**Metal 1**

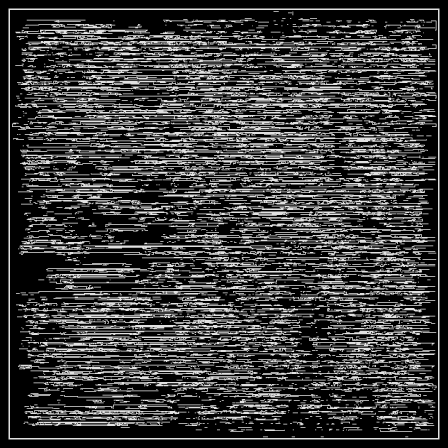
**The metal 2 layer**

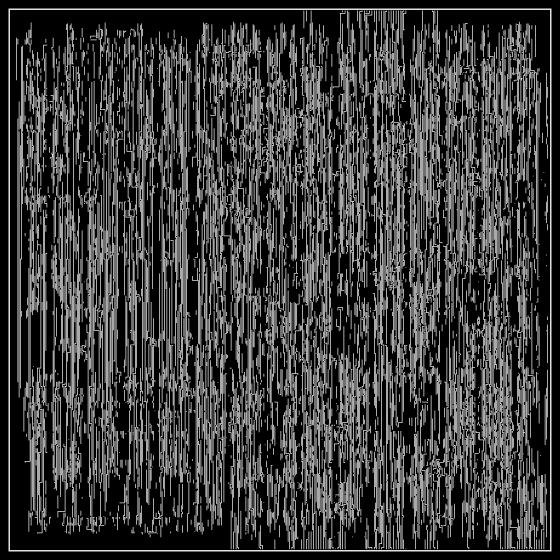
**Met3 routing**

Bar = 50 um. Cells faint in the background.
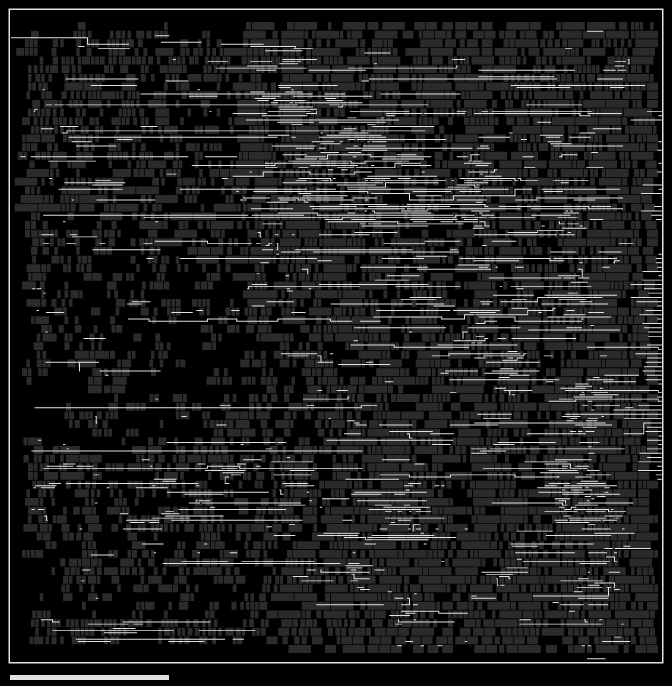
[src/rtl/pm1_pkg.sv]
// Shared widths and FSM state encoding for the Pollard p-1 pipeline
// (e_finder, mod_exp_engine, gcd stage).
package pm1_pkg;
   localparam int unsigned W    = 32;
   localparam int unsigned EW   = 65;
   localparam int unsigned IDXW = $clog2(EW);

   typedef enum logic [2:0] {
      IDLE,
      CHECK,
      REDUCE,
      SCAN,
      NEXT,
      SQUARE,
      MULT,
      DONE
   } state_t;
endpackage

[src/rtl/mod_mul.sv]
// Serial interleaved modular multiplier: p = a*b mod n, MSB-first over a,
// one bit per cycle, done pulses exactly MW+1 cycles after start. Needs b < n.
module mod_mul
   import pm1_pkg::*;
#(
   parameter int unsigned MW = W
) (
   input  logic          clk,
   input  logic          reset,
   input  logic          start,
   input  logic [MW-1:0] a,
   input  logic [MW-1:0] b,
   input  logic [MW-1:0] n,
   output logic          busy,
   output logic          done,
   output logic [MW-1:0] p
);
   localparam int unsigned CW = $clog2(MW + 1);

   logic [MW-1:0] r_a;
   logic [MW-1:0] r_b;
   logic [MW-1:0] r_n;
   logic [MW+1:0] r_r;
   logic [CW-1:0] r_cnt;
   logic          r_busy;
   logic          r_done;

   logic [MW+1:0] w_sum;
   logic [MW+1:0] w_red1;
   logic [MW+1:0] w_red2;

   // 2r + b < 3n, so two conditional subtractions bring it back below n
   always_comb begin
      w_sum  = (r_r << 1) + (r_a[MW-1] ? {2'b00, r_b} : '0);
      w_red1 = (w_sum >= {2'b00, r_n}) ? w_sum - {2'b00, r_n} : w_sum;
      w_red2 = (w_red1 >= {2'b00, r_n}) ? w_red1 - {2'b00, r_n} : w_red1;
   end

   always_ff @(posedge clk) begin
      if (reset) begin
         r_a    <= '0;
         r_b    <= '0;
         r_n    <= '0;
         r_r    <= '0;
         r_cnt  <= '0;
         r_busy <= 1'b0;
         r_done <= 1'b0;
      end else begin
         r_done <= 1'b0;
         if (start && !r_busy) begin
            r_a    <= a;
            r_b    <= b;
            r_n    <= n;
            r_r    <= '0;
            r_cnt  <= CW'(MW);
            r_busy <= 1'b1;
         end else if (r_busy) begin
            r_r   <= w_red2;
            r_a   <= r_a << 1;
            r_cnt <= r_cnt - CW'(1);
            if (r_cnt == CW'(1)) begin
               r_busy <= 1'b0;
               r_done <= 1'b1;
            end
         end
      end
   end

   assign busy = r_busy;
   assign done = r_done;
   assign p    = r_r[MW-1:0];
endmodule

[src/rtl/mod_exp_engine.sv]
// Left-to-right square-and-multiply: result = base^e mod n, built around a
// single shared mod_mul whose operands are selected by the FSM state.
module mod_exp_engine
   import pm1_pkg::*;
(
   input  logic          clk,
   input  logic          reset,
   input  logic          start,
   input  logic [W-1:0]  base,
   input  logic [W-1:0]  n,
   input  logic [EW-1:0] e,
   output logic          busy,
   output logic          done,
   output logic [W-1:0]  result,
   output logic          err
);
   state_t          r_state;
   state_t          w_next;
   logic [W-1:0]    r_base;
   logic [W-1:0]    r_n;
   logic [EW-1:0]   r_e;
   logic [W-1:0]    r_b;
   logic [W-1:0]    r_acc;
   logic [IDXW-1:0] r_idx;
   logic            r_busy;
   logic            r_done;
   logic [W-1:0]    r_result;
   logic            r_err;

   logic            w_e_bit;
   logic            w_special;
   logic            w_mul_start;
   logic [W-1:0]    w_mul_a;
   logic [W-1:0]    w_mul_b;
   logic            w_mul_busy;
   logic            w_mul_done;
   logic [W-1:0]    w_mul_p;

   assign w_e_bit   = r_e[r_idx];
   assign w_special = (r_n == '0) || (r_n == W'(1)) || (r_e == '0);

   mod_mul #(.MW(W)) u_mod_mul (
      .clk   (clk),
      .reset (reset),
      .start (w_mul_start),
      .a     (w_mul_a),
      .b     (w_mul_b),
      .n     (r_n),
      .busy  (w_mul_busy),
      .done  (w_mul_done),
      .p     (w_mul_p)
   );

   always_ff @(posedge clk) begin
      if (reset) r_state <= IDLE;
      else       r_state <= w_next;
   end

   // Multiply states fire mod_mul on their first cycle and leave on its done
   always_comb begin
      w_next      = r_state;
      w_mul_start = 1'b0;
      w_mul_a     = r_acc;
      w_mul_b     = r_acc;
      case (r_state)
         IDLE:   if (start) w_next = CHECK;
         CHECK:  w_next = w_special ? DONE : REDUCE;
         REDUCE: begin
            w_mul_a     = r_base;
            w_mul_b     = W'(1);
            w_mul_start = !w_mul_busy && !w_mul_done;
            if (w_mul_done) w_next = SCAN;
         end
         SCAN:   if (w_e_bit) w_next = NEXT;
         NEXT:   w_next = (r_idx == '0) ? DONE : SQUARE;
         SQUARE: begin
            w_mul_start = !w_mul_busy && !w_mul_done;
            if (w_mul_done) w_next = w_e_bit ? MULT : NEXT;
         end
         MULT: begin
            w_mul_b     = r_b;
            w_mul_start = !w_mul_busy && !w_mul_done;
            if (w_mul_done) w_next = NEXT;
         end
         DONE:    w_next = IDLE;
         default: w_next = IDLE;
      endcase
   end

   always_ff @(posedge clk) begin
      if (reset) begin
         r_base   <= '0;
         r_n      <= '0;
         r_e      <= '0;
         r_b      <= '0;
         r_acc    <= '0;
         r_idx    <= '0;
         r_busy   <= 1'b0;
         r_done   <= 1'b0;
         r_result <= '0;
         r_err    <= 1'b0;
      end else begin
         r_done <= 1'b0;
         case (r_state)
            IDLE: if (start) begin
               r_base <= base;
               r_n    <= n;
               r_e    <= e;
               r_err  <= 1'b0;
               r_busy <= 1'b1;
            end
            CHECK: begin
               r_idx <= IDXW'(EW - 1);
               if (w_special) begin
                  r_done   <= 1'b1;
                  r_err    <= (r_n == '0);
                  r_result <= (r_n > W'(1)) ? W'(1) : '0;
               end
            end
            REDUCE: if (w_mul_done) r_b <= w_mul_p;
            SCAN: begin
               if (w_e_bit) r_acc <= r_b;
               else         r_idx <= r_idx - IDXW'(1);
            end
            NEXT: begin
               if (r_idx == '0) begin
                  r_result <= r_acc;
                  r_done   <= 1'b1;
               end else begin
                  r_idx <= r_idx - IDXW'(1);
               end
            end
            SQUARE, MULT: if (w_mul_done) r_acc <= w_mul_p;
            DONE: r_busy <= 1'b0;
            default: ;
         endcase
      end
   end

   assign busy   = r_busy;
   assign done   = r_done;
   assign result = r_result;
   assign err    = r_err;
endmodule

[config.mk]
export PLATFORM = sky130hd
export DESIGN_NAME = mod_exp_engine
export DESIGN_NICKNAME = d
export VERILOG_FILES = /design/src/rtl/pm1_pkg.sv /design/src/rtl/mod_mul.sv /design/src/rtl/mod_exp_engine.sv
export SDC_FILE = /design/constraint.sdc
export NUM_CORES = 1
export LEC_CHECK = 0
export ABC_AREA = 1
export CAP_MARGIN = 10
export CORE_MARGIN = 1
export CORE_UTILIZATION = 55
export DETAILED_ROUTE_END_ITERATION = 16
export GPL_TIMING_DRIVEN = 0
export PLACE_DENSITY = 0.76
export SYNTH_ARGS = -nofsm -noshare
export SYNTH_HDL_FRONTEND = slang
export SYNTH_SLANG_ARGS = --single-unit
[constraint.sdc]
create_clock -name clk -period 7.82 [get_ports clk]
set_input_delay 2.346 -clock clk [delete_from_list [all_inputs] [get_ports clk]]
set_output_delay 2.346 -clock clk [all_outputs]
set_load 0.005 [all_outputs]
==> notes.md <==
Figures from the implementation reports.

- The flow ran to the end, and the final reports show no timing, DRC or antenna violations.
- The number of tap cells added at floorplan reads around 530.
- Counting flops with a built-in enable in the synthesized netlist gives 0.
- The count of final hold-check violations is 0.
- The minimum period implied by the final worst setup slack is 7.44 ns.
- The first-pass GRT wire length reads 130000 um.
- Of the total synthesized cell area, the portion taken by XOR and XNOR cells is 0.0313.
- The die is 205 um tall.
- The top cell types in the final layout, fill and taps aside, are nand2_1 (684), inv_1 (489), a21oi_1 (431).
- Row generation in the floorplan step produced 73 rows.
- The synthesized netlist handed to floorplanning was reported with a cell count of approximately 3500.
- The fraction of area in registers reads 0.284.
- The gate-level netlist out of Yosys references around 50 unique cell types.
- The layout report lists the clock-cell share of area as 0.0513.
- The initial antenna violation count reads 0.
- The via count of the first global-routing pass is 23936.
- The dominant combinational cell family by area after synthesis reads AND-OR/OR-AND gates.
- The startpoint of the worst-slack reg-to-reg timing path is u_mod_mul.r_a[31].
- The via-per-instance ratio reads 5.96.
- The layout clock buffer count reads about 56.
- The post-CTS setup-driven buffer insertion count reads 0.
- The worst endpoint data arrival time is 7.88 ns.
- Per the synthesis report, the AND-OR/OR-AND share of the synthesized area is 0.234.
- The global routing usage on met3 reads 0.0675.
- The final clock skew is approximately 0.027 ns.
- The top fanout value on the critical path is 10.
- The final worst hold slack is roughly 0.46 ns.
- The final sequential cell count is around 380.
- The worst setup path is captured at a flip-flop.
- The multiplexer fraction of the synthesized cell area reads 0.
- The floorplan core area is approximately 40000 um^2.
- The utilization after layout is 0.657.
- The number of cells in Yosys stat reads 3462.
- The total congestion overflow after global routing is 0.
- The tree is rooted in a clkbuf_16.
- The number of instances on the worst hold path reads 2.
- The portion of the layout cell area used by non-clock buffers is 0.0914.
- The number of warnings reported in the stage logs is 29.
- At the floorplan stage, the core utilization is reported as 0.564.
- The total routed wire length on the met1 layer reads 33200 um.
- The post-DP HPWL reads 67200 um.
- The flip-flop and latch count after synthesis reads 375.
- The register with the highest flop count is r_e.
- The fraction of registers with async set/reset reads 0.
- By count the netlist is led by nand2_1 (685), inv_1 (489), a21oi_1 (433), o21ai_0 (426), dfxtp_1 (375).
- Counting tap cells, the placed design contains a total of 4152 instances.
- The routability-driven placement congestion ratio is 0.990.
- The setup slack of the critical path after layout is approximately 0.38 ns.
- The max-slew headroom at the worst pin is 0.273.
- Once layout is done, the placed cells without fillers occupy 26400 um^2.
- The critical path is of the reg2reg type.
- The wire length per cell is 20.3 um.
- Per the OpenROAD floorplan log, the width of the die is 205 um.
- The number of buffers inserted by hold repair at cts reads 0.
- STA lists the endpoint of the worst register-to-register path as u_mod_mul.r_r[21].
- The cell depth of the worst flop-to-flop path reads 36.
- Looking at hold timing, the worst path starts from r_base[29].
- The register with the most flip-flops in the layout has 65 of them.
- The area of the multi-input gates reads between 10000 and 15000 um^2.
## Picture notes: 'metal 1'
share of all routed wire: 39%
nets with wire on the layer: 3742
wire length on this layer: 33.2 mm
met1 capacity usage during global routing: 0.480
via count: 25182
final wirelength: 85800 um

## Picture notes: 'the metal 2 layer'
main direction: vertical
share of all routed wire: 46%
fraction of met2 tracks used by global routing: 0.683

## Picture notes: 'met3 routing'
wire length on this layer: 8180 um
nets with wire on the layer: 576
longest straight run: 104 um

